**Run 1: clock wires, drivers and flops**

Scale: 6 px per µm.
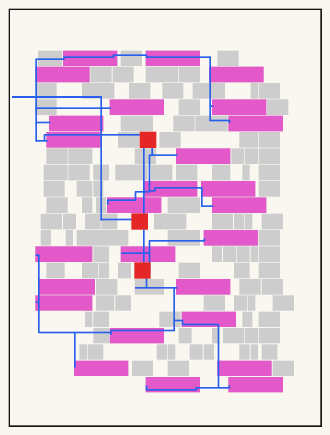
**Run 1: wiring heat map**

Scale: 6 px per µm. 10 x 14 tiles, from white (low) to dark blue (high), scaled to the fullest tile. Values are wire area over tile area, all layers added.
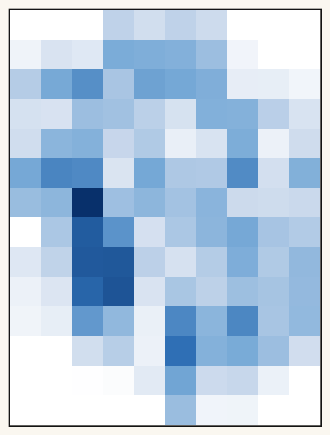
**Run 1: a small window of the routed layout**

Region (11, 6) to (41, 36) µm. Cells in gray, sequential cells in the stronger gray; small squares are vias.
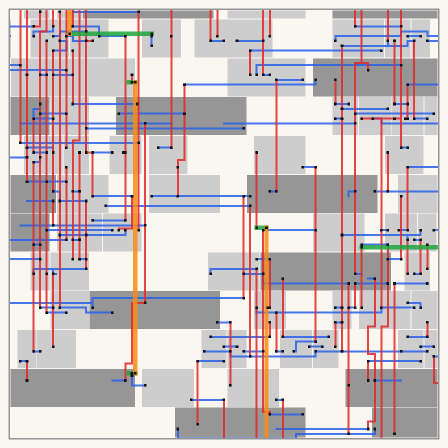
==> src/rtl/memctrl_pkg.sv <==
// Shared types and defaults for the memory access controller.
// Optional power-on clear of the array is enabled with the MEMCTRL_CLEAR_EN macro.
package memctrl_pkg;

  localparam int unsigned DEF_DATA_W        = 8;
  localparam int unsigned DEF_ADDR_W        = 3;
  localparam int unsigned DEF_SETUP_CYCLES  = 1;
  localparam int unsigned DEF_ACCESS_CYCLES = 2;

  typedef enum logic [2:0] {
    IDLE,
    SETUP,
    ACCESS,
    HOLD,
    RESP,
    CLEAR_SETUP,
    CLEAR_ACCESS,
    CLEAR_HOLD
  } state_e;

  // The phase counter is loaded with (length - 1) and advances at zero.
  function automatic int unsigned phase_cnt_w(input int unsigned setup_c,
                                              input int unsigned access_c);
    int unsigned m;
    m = (setup_c > access_c) ? setup_c : access_c;
    return (m > 1) ? $clog2(m) : 1;
  endfunction

endpackage

==> src/rtl/memctrl_phase_timer.sv <==
// Loadable down-counter timing SETUP/ACCESS phases; done_o is high when the
// count is zero. Saturates at zero, so it cannot wrap.
module memctrl_phase_timer #(
  parameter int unsigned CNT_W = 1
) (
  input  logic             clk,
  input  logic             rst_n,
  input  logic             load_i,
  input  logic [CNT_W-1:0] load_val_i,
  output logic             done_o
);

  logic [CNT_W-1:0] cnt_q, cnt_d;

  always_comb begin
    cnt_d = cnt_q;
    if (load_i) begin
      cnt_d = load_val_i;
    end else if (cnt_q != '0) begin
      cnt_d = cnt_q - 1'b1;
    end
  end

  always_ff @(posedge clk or negedge rst_n) begin
    if (!rst_n) begin
      cnt_q <= '0;
    end else begin
      cnt_q <= cnt_d;
    end
  end

  assign done_o = (cnt_q == '0);

endmodule

==> src/rtl/memory_access_controller.sv <==
// Serialising sequencer in front of the memorycell array: setup/access/hold
// strobe timing and a one-cycle response. MEMCTRL_CLEAR_EN adds a zero-fill after reset.
module memory_access_controller
  import memctrl_pkg::*;
#(
  parameter int unsigned DATA_W        = DEF_DATA_W,
  parameter int unsigned ADDR_W        = DEF_ADDR_W,
  parameter int unsigned SETUP_CYCLES  = DEF_SETUP_CYCLES,
  parameter int unsigned ACCESS_CYCLES = DEF_ACCESS_CYCLES
) (
  input  logic              clk,
  input  logic              rst_n,
  input  logic              req_valid,
  output logic              req_ready,
  input  logic              req_write,
  input  logic [ADDR_W-1:0] req_addr,
  input  logic [DATA_W-1:0] req_wdata,
  output logic              rsp_valid,
  output logic [DATA_W-1:0] rsp_rdata,
  output logic              init_done,
  output logic              mem_op,
  output logic              mem_select,
  output logic [ADDR_W-1:0] mem_address,
  output logic [DATA_W-1:0] mem_data_input,
  input  logic [DATA_W-1:0] mem_data_output
);

  localparam int unsigned CNT_W = phase_cnt_w(SETUP_CYCLES, ACCESS_CYCLES);

  state_e            state_q, state_d;
  logic              phase_done;
  logic              phase_load;
  logic [CNT_W-1:0]  phase_val;
  logic              accept;

  logic              mem_select_q, mem_select_d;
  logic              mem_op_q, mem_op_d;
  logic [ADDR_W-1:0] mem_addr_q, mem_addr_d;
  logic [DATA_W-1:0] mem_data_q, mem_data_d;
  logic [DATA_W-1:0] rsp_rdata_q, rsp_rdata_d;
  logic              init_done_q, init_done_d;
`ifdef MEMCTRL_CLEAR_EN
  logic [ADDR_W-1:0] clr_addr_q, clr_addr_d;
`endif

  memctrl_phase_timer #(
    .CNT_W(CNT_W)
  ) u_timer (
    .clk       (clk),
    .rst_n     (rst_n),
    .load_i    (phase_load),
    .load_val_i(phase_val),
    .done_o    (phase_done)
  );

  always_ff @(posedge clk or negedge rst_n) begin
    if (!rst_n) begin
      state_q <= IDLE;
    end else begin
      state_q <= state_d;
    end
  end

  always_comb begin
    state_d = state_q;
    case (state_q)
      IDLE: begin
`ifdef MEMCTRL_CLEAR_EN
        if (!init_done_q) begin
          state_d = CLEAR_SETUP;
        end else if (req_valid) begin
          state_d = SETUP;
        end
`else
        if (req_valid && init_done_q) begin
          state_d = SETUP;
        end
`endif
      end
      SETUP:  if (phase_done) state_d = ACCESS;
      ACCESS: if (phase_done) state_d = HOLD;
      HOLD:   state_d = RESP;
      RESP:   state_d = IDLE;
`ifdef MEMCTRL_CLEAR_EN
      CLEAR_SETUP:  if (phase_done) state_d = CLEAR_ACCESS;
      CLEAR_ACCESS: if (phase_done) state_d = CLEAR_HOLD;
      CLEAR_HOLD:   state_d = (clr_addr_q == '1) ? IDLE : CLEAR_SETUP;
`endif
      default: state_d = IDLE;
    endcase
  end

  // Select is registered from the next state so the strobe leaves a flop directly.
  always_comb begin
    req_ready    = (state_q == IDLE) && init_done_q;
    rsp_valid    = (state_q == RESP);
    mem_select_d = (state_d == ACCESS) || (state_d == CLEAR_ACCESS);
    phase_load   = (state_d != state_q);
    case (state_d)
      SETUP, CLEAR_SETUP:   phase_val = CNT_W'(SETUP_CYCLES - 1);
      ACCESS, CLEAR_ACCESS: phase_val = CNT_W'(ACCESS_CYCLES - 1);
      default:              phase_val = '0;
    endcase
  end

  assign accept = req_valid && req_ready;

  always_comb begin
    mem_op_d    = mem_op_q;
    mem_addr_d  = mem_addr_q;
    mem_data_d  = mem_data_q;
    rsp_rdata_d = rsp_rdata_q;
    init_done_d = init_done_q;
    if (accept) begin
      mem_op_d   = req_write;
      mem_addr_d = req_addr;
      mem_data_d = req_wdata;
    end
    if ((state_q == ACCESS) && phase_done) begin
      rsp_rdata_d = mem_op_q ? '0 : mem_data_output;
    end
`ifdef MEMCTRL_CLEAR_EN
    clr_addr_d = clr_addr_q;
    if ((state_q == IDLE) && !init_done_q) begin
      mem_op_d   = 1'b1;
      mem_addr_d = clr_addr_q;
      mem_data_d = '0;
    end
    // Next clear address is presented on the HOLD exit edge, ahead of its SETUP phase.
    if (state_q == CLEAR_HOLD) begin
      if (clr_addr_q == '1) begin
        init_done_d = 1'b1;
      end else begin
        clr_addr_d = clr_addr_q + 1'b1;
        mem_op_d   = 1'b1;
        mem_addr_d = clr_addr_q + 1'b1;
        mem_data_d = '0;
      end
    end
`else
    init_done_d = 1'b1;
`endif
  end

  always_ff @(posedge clk or negedge rst_n) begin
    if (!rst_n) begin
      mem_select_q <= 1'b0;
      mem_op_q     <= 1'b0;
      mem_addr_q   <= '0;
      mem_data_q   <= '0;
      rsp_rdata_q  <= '0;
      init_done_q  <= 1'b0;
`ifdef MEMCTRL_CLEAR_EN
      clr_addr_q   <= '0;
`endif
    end else begin
      mem_select_q <= mem_select_d;
      mem_op_q     <= mem_op_d;
      mem_addr_q   <= mem_addr_d;
      mem_data_q   <= mem_data_d;
      rsp_rdata_q  <= rsp_rdata_d;
      init_done_q  <= init_done_d;
`ifdef MEMCTRL_CLEAR_EN
      clr_addr_q   <= clr_addr_d;
`endif
    end
  end

  assign mem_select     = mem_select_q;
  assign mem_op         = mem_op_q;
  assign mem_address    = mem_addr_q;
  assign mem_data_input = mem_data_q;
  assign rsp_rdata      = rsp_rdata_q;
  assign init_done      = init_done_q;

endmodule

==> config.mk <==
export PLATFORM = sky130hd
export DESIGN_NAME = memory_access_controller
export DESIGN_NICKNAME = d
export VERILOG_FILES = /design/src/rtl/memctrl_pkg.sv /design/src/rtl/memctrl_phase_timer.sv /design/src/rtl/memory_access_controller.sv
export SDC_FILE = /design/constraint.sdc
export NUM_CORES = 1
export LEC_CHECK = 0
export ABC_AREA = 0
export CORE_ASPECT_RATIO = 1.4
export CORE_MARGIN = 4
export CORE_UTILIZATION = 41
export DETAILED_ROUTE_END_ITERATION = 10
export PLACE_DENSITY = 0.75
export SLEW_MARGIN = 20
export SYNTH_ARGS = -nofsm -noshare
export SYNTH_HDL_FRONTEND = slang
export SYNTH_SLANG_ARGS = --single-unit
==> constraint.sdc <==
create_clock -name clk -period 2.2 [get_ports clk]
set_clock_uncertainty 0.1 [all_clocks]
set_input_delay 0.66 -clock clk [delete_from_list [all_inputs] [get_ports clk]]
set_output_delay 0.66 -clock clk [all_outputs]
set_load 0.005 [all_outputs]
==> results.json, run 1 <==
{
  "regArea_um2": 654,
  "power.leakage_nw": 0.745,
  "dpl.hpwl_mm": 1.85,
  "largest_class": "registers",
  "synth_cells": 82,
  "n_tap_cell": 34,
  "grtUsageMet3_pct": 2.37,
  "num-nonclk-buffers": 53,
  "ys_sh_adder_pct": 0,
  "grt_pass1_wl_mm": 4.25,
  "report.final.slew_viol_count": 0,
  "antenna_left": 0,
  "hold_viol_final": 0,
  "via_count": 810,
  "ys.warnings.count": 0,
  "drive_gt1_share_pct": 23.5,
  "grt_pass1_vias": 921,
  "drcViolationCount": 0,
  "initial_core_util_pct": 44.5,
  "cts_buffers": 3,
  "worst-path-buf-inv": 2,
  "critPathLaunchType": "flop",
  "antenna_found_initial": 0,
  "port_buffers": 46,
  "busiest_layer": "met2",
  "tool_warnings": 26,
  "synth-seq-cells": 26,
  "max_stage_delay_ns": 0.42,
  "inverters": 0,
  "comb_area_um2": 420,
  "area_delta_synth_final_pct": 51.1,
  "drtIter0Drc": 11,
  "nFillCells": 222,
  "path_cells": "buf_4, nor4b_4, clkbuf_2",
  "xor_share_pct": 0,
  "status": "finished clean",
  "crit_path_start": "state_q[0]",
  "seq_cell_count": 26,
  "finalCriticalPeriod_ns": 2.09,
  "setup_tns_ns": 0,
  "area_share_nonclk_buffers_pct": 30.5,
  "layout_setup_ws_ns": 0.113,
  "setup_violations": 0,
  "cts_root_buf": "clkbuf_4",
  "critPathKind": "reg -> out",
  "cap_violations": 0,
  "viasPerCell": 4.76,
  "ir_worst_vdd_mv": 0.810,
  "yosys_cells": 82,
  "die_w_um": 51.7,
  "power_density_nw_per_um2": 1250,
  "ys_sh_mux_pct": 15.4,
  "hold_buffers": 0,
  "multi_input_comb_cells": 53,
  "rsz0062_at_grt": "no",
  "core_um2": 2470,
  "final-clk-cell-share_pct": 2.19,
  "worst_pin_slew_ns": 0.542,
  "clock-sinks": 26,
  "required_ns": 1.44,
  "synth_area_per_cell_um2": 13.4,
  "logic_family": "simple AND/OR/NAND/NOR gates",
  "dp_slack_ns": 0.111,
  "first_pass_iters": 4,
  "grt_max_degree": 27,
  "use_met2_pct": 27.2,
  "synth.distinct_cells": 20,
  "hold_class": "reg -> reg",
  "htree_levels": 1,
  "ys_area_um2": 1100,
  "r2r_start": "state_q[0]",
  "cts_max_path_buffers": 2,
  "cts_tree": "built",
  "gp_congestion": 0.671,
  "grt_usage_pct": 15.6,
  "grt_use_met1_pct": 17.7,
  "die_h_um": 69.2,
  "slowest_stage": "dfrtp_2",
  "critical_path.top_delay_family": "flip-flops",
  "grt-ovfl-total": 0,
  "seq_area_frac_synth_pct": 59.2,
  "synthesis.area_um2": 1100,
  "crit_arrival_ns": 1.33,
  "endpoint_kind": "primary output",
  "die_area_um2": 3580,
  "clkbuf_count": 4,
  "avgRoutedWirePerCell_um": 14.8,
  "cts.reportedPaths.clkPinSlew_ns": 0.14,
  "slew_headroom_pct": 63.8,
  "ys_sh_aoi_pct": 6.15,
  "comb_area_share_pct": 25.3,
  "fin_nets": 160,
  "sh_seq_area_pct": 39.4,
  "cp_max_fo": 3,
  "yosys.area_share.simple_pct": 16.4,
  "wl_mm": 2.52,
  "num_rows": 21,
  "antennaDiodeCount": 0,
  "fp_nets": 105,
  "fin_crit_sh_pct": 94.8,
  "fmax_mhz": 479,
  "worstHoldStart": "rsp_rdata[6]",
  "ios": 47
}
Notes on 'clock wires, drivers and flops' above:
clock-net drivers -> red  # count 3
flip-flops -> magenta  # count 26
clock wires -> blue  # length 306 µm
routed clock nets = 4
Clock Power Share: 11.5%
clk_lat worst skew: 0.31 ns

Notes on 'wiring heat map' above:
tiles over half the peak = 16%
fullest tile = 0.38
densest ninth of the die = left middle
mean over tiles = 0.11

Notes on 'a small window of the routed layout' above:
M1 -> blue
M3 -> green
M2 -> red
M4 -> orange
sequential cells in the window = 9
netlist names of flops here include = rsp_rdata (5)
most frequent = dfrtp_1 (9), clkdlybuf4s50_1 (8)
cells with their middle in the window = 56

## run 1: Yosys cell counts
| cell | count | share of area, % |
|---|---|---|
| dfrtp_1 | 26 | 59 |
| mux2_4 | 9 | 12 |
| nand2_1 | 9 | 3.1 |
| nand2b_1 | 9 | 5.1 |
| o21ai_1 | 6 | 2.7 |
| a21oi_1 | 3 | 1.4 |
| mux2_2 | 3 | 3.1 |
| nor3b_1 | 3 | 2.0 |
| buf_6 | 2 | 2.0 |
| o21ai_2 | 2 | 1.6 |
| and2b_2 | 1 | 0.80 |
| buf_2 | 1 | 0.46 |
| conb_1 | 1 | 0.34 |
| nand2_2 | 1 | 0.57 |
| nand3b_1 | 1 | 0.68 |
| nor2_1 | 1 | 0.34 |
| nor4b_4 | 1 | 2.2 |
| o21ai_0 | 1 | 0.46 |
| or2b_1 | 1 | 0.68 |
| or4b_1 | 1 | 0.91 |
## run 1: routing by layer
layer | vias to the layer above | wire (µm)
li1 | 384 | -
met1 | 388 | 952
met2 | 32 | 1370
met3 | 6 | 138
met4 | 0 | 60
met5 | - | 0
## run 1: final timing paths
path	to	slack, ns	cells after the start
max in group asynchronous	state_q[2]	1.13	2
max reg2reg	rsp_rdata[5]	0.28	5
min	rsp_rdata[6]	0.39	2
min in group asynchronous	rsp_rdata[4]	0.60	2
min reg2reg	rsp_rdata[6]	0.39	2
max	req_ready	0.11	3
## run 1: worst reg2reg max path, cell delays in order (launching register included)
cell,delay (ns)
dfrtp_2,0.42
buf_4,0.15
buf_4,0.14
or4b_1,0.75
nand2_1,0.19
o21ai_2,0.06
## run 1: placed cells by master, fill, tap and decap left out, types with 2 or more instances in the layout
| cell | Yosys | layout |
|---|---|---|
| a21oi_1 | 3 | 3 |
| buf_4 | 0 | 7 |
| clkbuf_4 | 0 | 3 |
| clkdlybuf4s50_1 | 0 | 44 |
| dfrtp_1 | 26 | 23 |
| dfrtp_2 | 0 | 3 |
| mux2_2 | 3 | 3 |
| mux2_4 | 9 | 9 |
| nand2_1 | 9 | 9 |
| nand2b_1 | 9 | 9 |
| nor3b_1 | 3 | 3 |
| o21ai_1 | 6 | 6 |
| o21ai_2 | 2 | 2 |
## run 1: repair_timing
action,in CTS,in global routing
endpoints found under the setup margin,2,1
setup buffers,5,0
resized,6,1
## run 1: registers in the layout, summed over array words and instances, names as in the netlist
name and cells:
init_done 1, state_q 3, mem_data_input 8, mem_op 1, rsp_rdata 8, mem_address 3, u_timer.cnt_q 1, mem_select 1
## run 1: power breakdown
| group | internal [mW] | total (mW) | switching (mW) |
|---|---|---|---|
| Combinational | 0.667 | 1.03 | 0.362 |
| Sequential | 0.690 | 0.808 | 0.119 |
| Clock | 0.101 | 0.238 | 0.137 |
| Total | 1.46 | 2.08 | 0.618 |
## run 1: stage by stage
stage | utilization, % | cell area, µm² | power, mW | hold slack [ns] | instances
floorplan | - | 1100 | 1.30 | 0.264 | 82
global placement | 64.3 | 1590 | 1.77 | 0.361 | 161
global route | 67.2 | 1660 | 2.23 | 0.438 | 170
CTS | 67.4 | 1670 | 2.10 | 0.398 | 170
finish | 67.2 | 1660 | 2.08 | 0.395 | 170
detailed placement | 64.3 | 1590 | 1.81 | 0.366 | 161
==> run 2: changes to the inputs <==
--- a/config.mk
+++ b/config.mk
@@ -9,7 +9,9 @@
 export CORE_ASPECT_RATIO = 1.4
 export CORE_MARGIN = 4
 export CORE_UTILIZATION = 41
+export CTS_CLUSTER_SIZE = 8
 export DETAILED_ROUTE_END_ITERATION = 10
+export MAX_ROUTING_LAYER = met4
 export PLACE_DENSITY = 0.75
 export SLEW_MARGIN = 20
 export SYNTH_ARGS = -nofsm -noshare
**Run 2: clock wires, drivers and flops**

Scale: 6 px per µm.
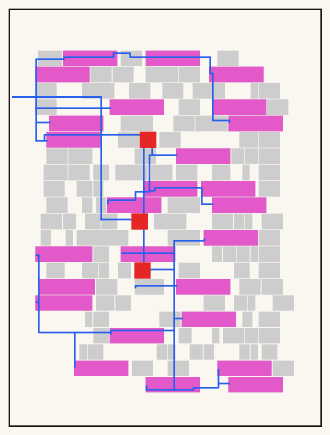
clock wires -> blue  # length 305 µm
flip-flops -> magenta  # count 26
clock-net drivers -> red  # count 3
routed clock nets = 4
Clock Power: 0.238 mW

==> run 2 against run 1 <==
  * Via count is 0.74% higher
  * Sequential cell count stayed put
  * Synthesized area is the same
  * Global-route usage increased by 0.37 points
  * Critical endpoint unchanged
  * Largest power group unchanged
==> results.json, run 2 <==
{
  "power_density_nw_per_um2": 1250,
  "ys.warnings.count": 0,
  "area_leaders": "dfrtp_1, mux2_4, nand2b_1, nand2_1, mux2_2",
  "rrSetupSlack_ns": 0.27,
  "layout_top_cells": "clkdlybuf4s50_1, dfrtp_1, nand2_1, nand2b_1, mux2_4",
  "grt-ovfl-total": 0,
  "clk_latency_ns": 0.31,
  "hold_viol_final": 0,
  "rsz0062_at_grt": "no",
  "busiest_layer": "met2",
  "crit_arrival_ns": 1.33,
  "synth.distinct_cells": 20,
  "hold_buffers": 0,
  "xor_share_pct": 0,
  "synth-seq-cells": 26,
  "cts_tree": "built",
  "sw_frac_of_total_pct": 29.8,
  "use_met2_pct": 27.3,
  "cts_root_buf": "clkbuf_4",
  "report.final.slew_viol_count": 0,
  "area_delta_synth_final_pct": 51.1,
  "p_total_mw": 2.08,
  "drive_gt1_share_pct": 23.5,
  "critical_path.top_delay_family": "flip-flops",
  "port_buffers": 46,
  "dp_slack_ns": 0.111,
  "grtUsageMet3_pct": 2.15,
  "layout_setup_ws_ns": 0.113,
  "logic_family": "simple AND/OR/NAND/NOR gates",
  "grt_pass1_vias": 924,
  "critPathKind": "reg -> out",
  "clockPowerShare_pct": 11.5,
  "die_area_um2": 3580,
  "synth_top_cell_by_area": "dfrtp_1",
  "grt_max_degree": 27,
  "antenna_found_initial": 0,
  "ir_worst_vdd_mv": 0.812,
  "die_h_um": 69.2,
  "critPathLaunchType": "flop",
  "required_ns": 1.44,
  "async_reset_ff_share_pct": 100,
  "synthesis.area_um2": 1100,
  "setup_violations": 0,
  "ys_sh_aoi_pct": 6.15,
  "first_pass_iters": 4,
  "htree_levels": 1,
  "switchingPower_mw": 0.618,
  "max_stage_delay_ns": 0.42,
  "ios": 47,
  "path_cells": "buf_4, nor4b_4, clkbuf_2",
  "status": "finished clean",
  "synthMostInstantiatedCell": "dfrtp_1",
  "fp_nets": 105,
  "drcViolationCount": 0,
  "synth_cells": 82,
  "num_rows": 21,
  "timing.hold.ws_ns": 0.393,
  "power_frac_comb_pct": 49.6,
  "worst_pin_slew_ns": 0.552,
  "setup_tns_ns": 0,
  "core_um2": 2470,
  "yosys_cells": 82,
  "common_cells": "dfrtp_1, mux2_4, nand2_1, nand2b_1, o21ai_1",
  "hold_class": "reg -> reg",
  "grt_pass1_wl_mm": 4.24,
  "tool_warnings": 26,
  "cts_buffers": 3,
  "ys_sh_adder_pct": 0,
  "die_w_um": 51.7,
  "dpl.hpwl_mm": 1.85,
  "clock-sinks": 26,
  "antennaDiodeCount": 0,
  "gp_congestion": 0.677,
  "internal-power_mw": 1.46,
  "cp_max_fo": 3,
  "ys_sh_mux_pct": 15.4,
  "layout_top_cell": "clkdlybuf4s50_1",
  "power.leakage_nw": 0.745,
  "edf_count": 0,
  "slew_headroom_pct": 63.2,
  "pwr-share-seq_pct": 38.9,
  "synth_area_per_cell_um2": 13.4,
  "yosys.area_share.simple_pct": 16.4,
  "finalCriticalPeriod_ns": 2.09,
  "cts_max_path_buffers": 2,
  "initial_core_util_pct": 44.5,
  "grt_use_met1_pct": 17.6,
  "ys_area_um2": 1100
}
**Run 2: wiring heat map**

Scale: 6 px per µm. 10 x 14 tiles, from white (low) to dark blue (high), scaled to the fullest tile. Values are wire area over tile area, all layers added.
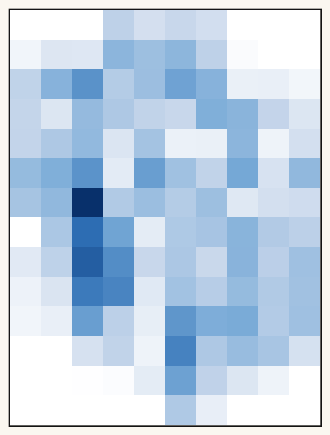
vias: 816
final wirelength: 2.53 mm
DR WL/cell: 14.9 µm
gr usage total: 16.0%

==> run 2: cell counts in the layout (fill, tap and decap cells not counted) <==
No cell type changed its count.
==> run 2: per-stage QoR <==
step / instance area [µm²] / std cells / utilization (%)
3_3_place_gp: 1590 / 161 / 64.3
6_report: 1660 / 170 / 67.2
2_1_floorplan: 1100 / 82 / -
4_1_cts: 1670 / 170 / 67.4
3_5_place_dp: 1590 / 161 / 64.3
5_1_grt: 1660 / 170 / 67.2
==> run 2: logic make-up (layout without fill, tap and decap cells) <==
kind of cell,Yosys count,in the layout
flops,26,26
simple gates,28,28
mux,12,12
other cells,1,1
buf+inv,3,57
compound gates,12,12
==> run 2: path summary, 6_finish.rpt <==
check,start,to,depth (start not counted)
worst min-delay path,rsp_rdata[6],rsp_rdata[6],2
max in group asynchronous,rst_n,state_q[1],2
worst max register to register,state_q[0],rsp_rdata[5],5
worst max-delay path,state_q[0],req_ready,3
worst min register to register,rsp_rdata[6],rsp_rdata[6],2
min in group asynchronous,rst_n,rsp_rdata[3],2
==> run 2: layer usage <==
layer	vias up	routed length, µm	part of all wire, %
met5	-	0	0
met4	0	60	2.4
met3	6	134	5.3
met2	34	1330	53
met1	391	996	39
li1	385	-	-
==> run 2: final cells by class <==
cell class / count / area (µm²)
tap: 34 / 42.5
timing repair buffer: 53 / 507
clock buffer: 4 / 36.3
fill: 222 / 810
multi-input combinational: 53 / 420
sequential: 26 / 654
==> run 2: power groups by stage <==
stage / clock (mW) / combinational [mW] / sequential, mW
global placement: 0 / 0.938 / 0.830
floorplan: 0 / 0.449 / 0.853
finish: 0.238 / 1.03 / 0.808
global route: 0.270 / 1.12 / 0.845
CTS: 0.250 / 1.04 / 0.807
detailed placement: 0 / 0.962 / 0.843
==> run 2: worst reg2reg max path, cell delays in order (launching register included) <==
cell     delay [ns]
dfrtp_2        0.42
buf_4          0.15
buf_4          0.13
or4b_1         0.76
nand2_1        0.20
o21ai_2        0.06
==> run 2: timing repair <==
item / in CTS / in global routing
buffers inserted: 5 / 0
gates resized: 6 / 1
endpoints found under the setup margin: 2 / 1
pin swaps: 0 / 0
Power figures rest on the tool's default switching activity, not on a simulated workload.
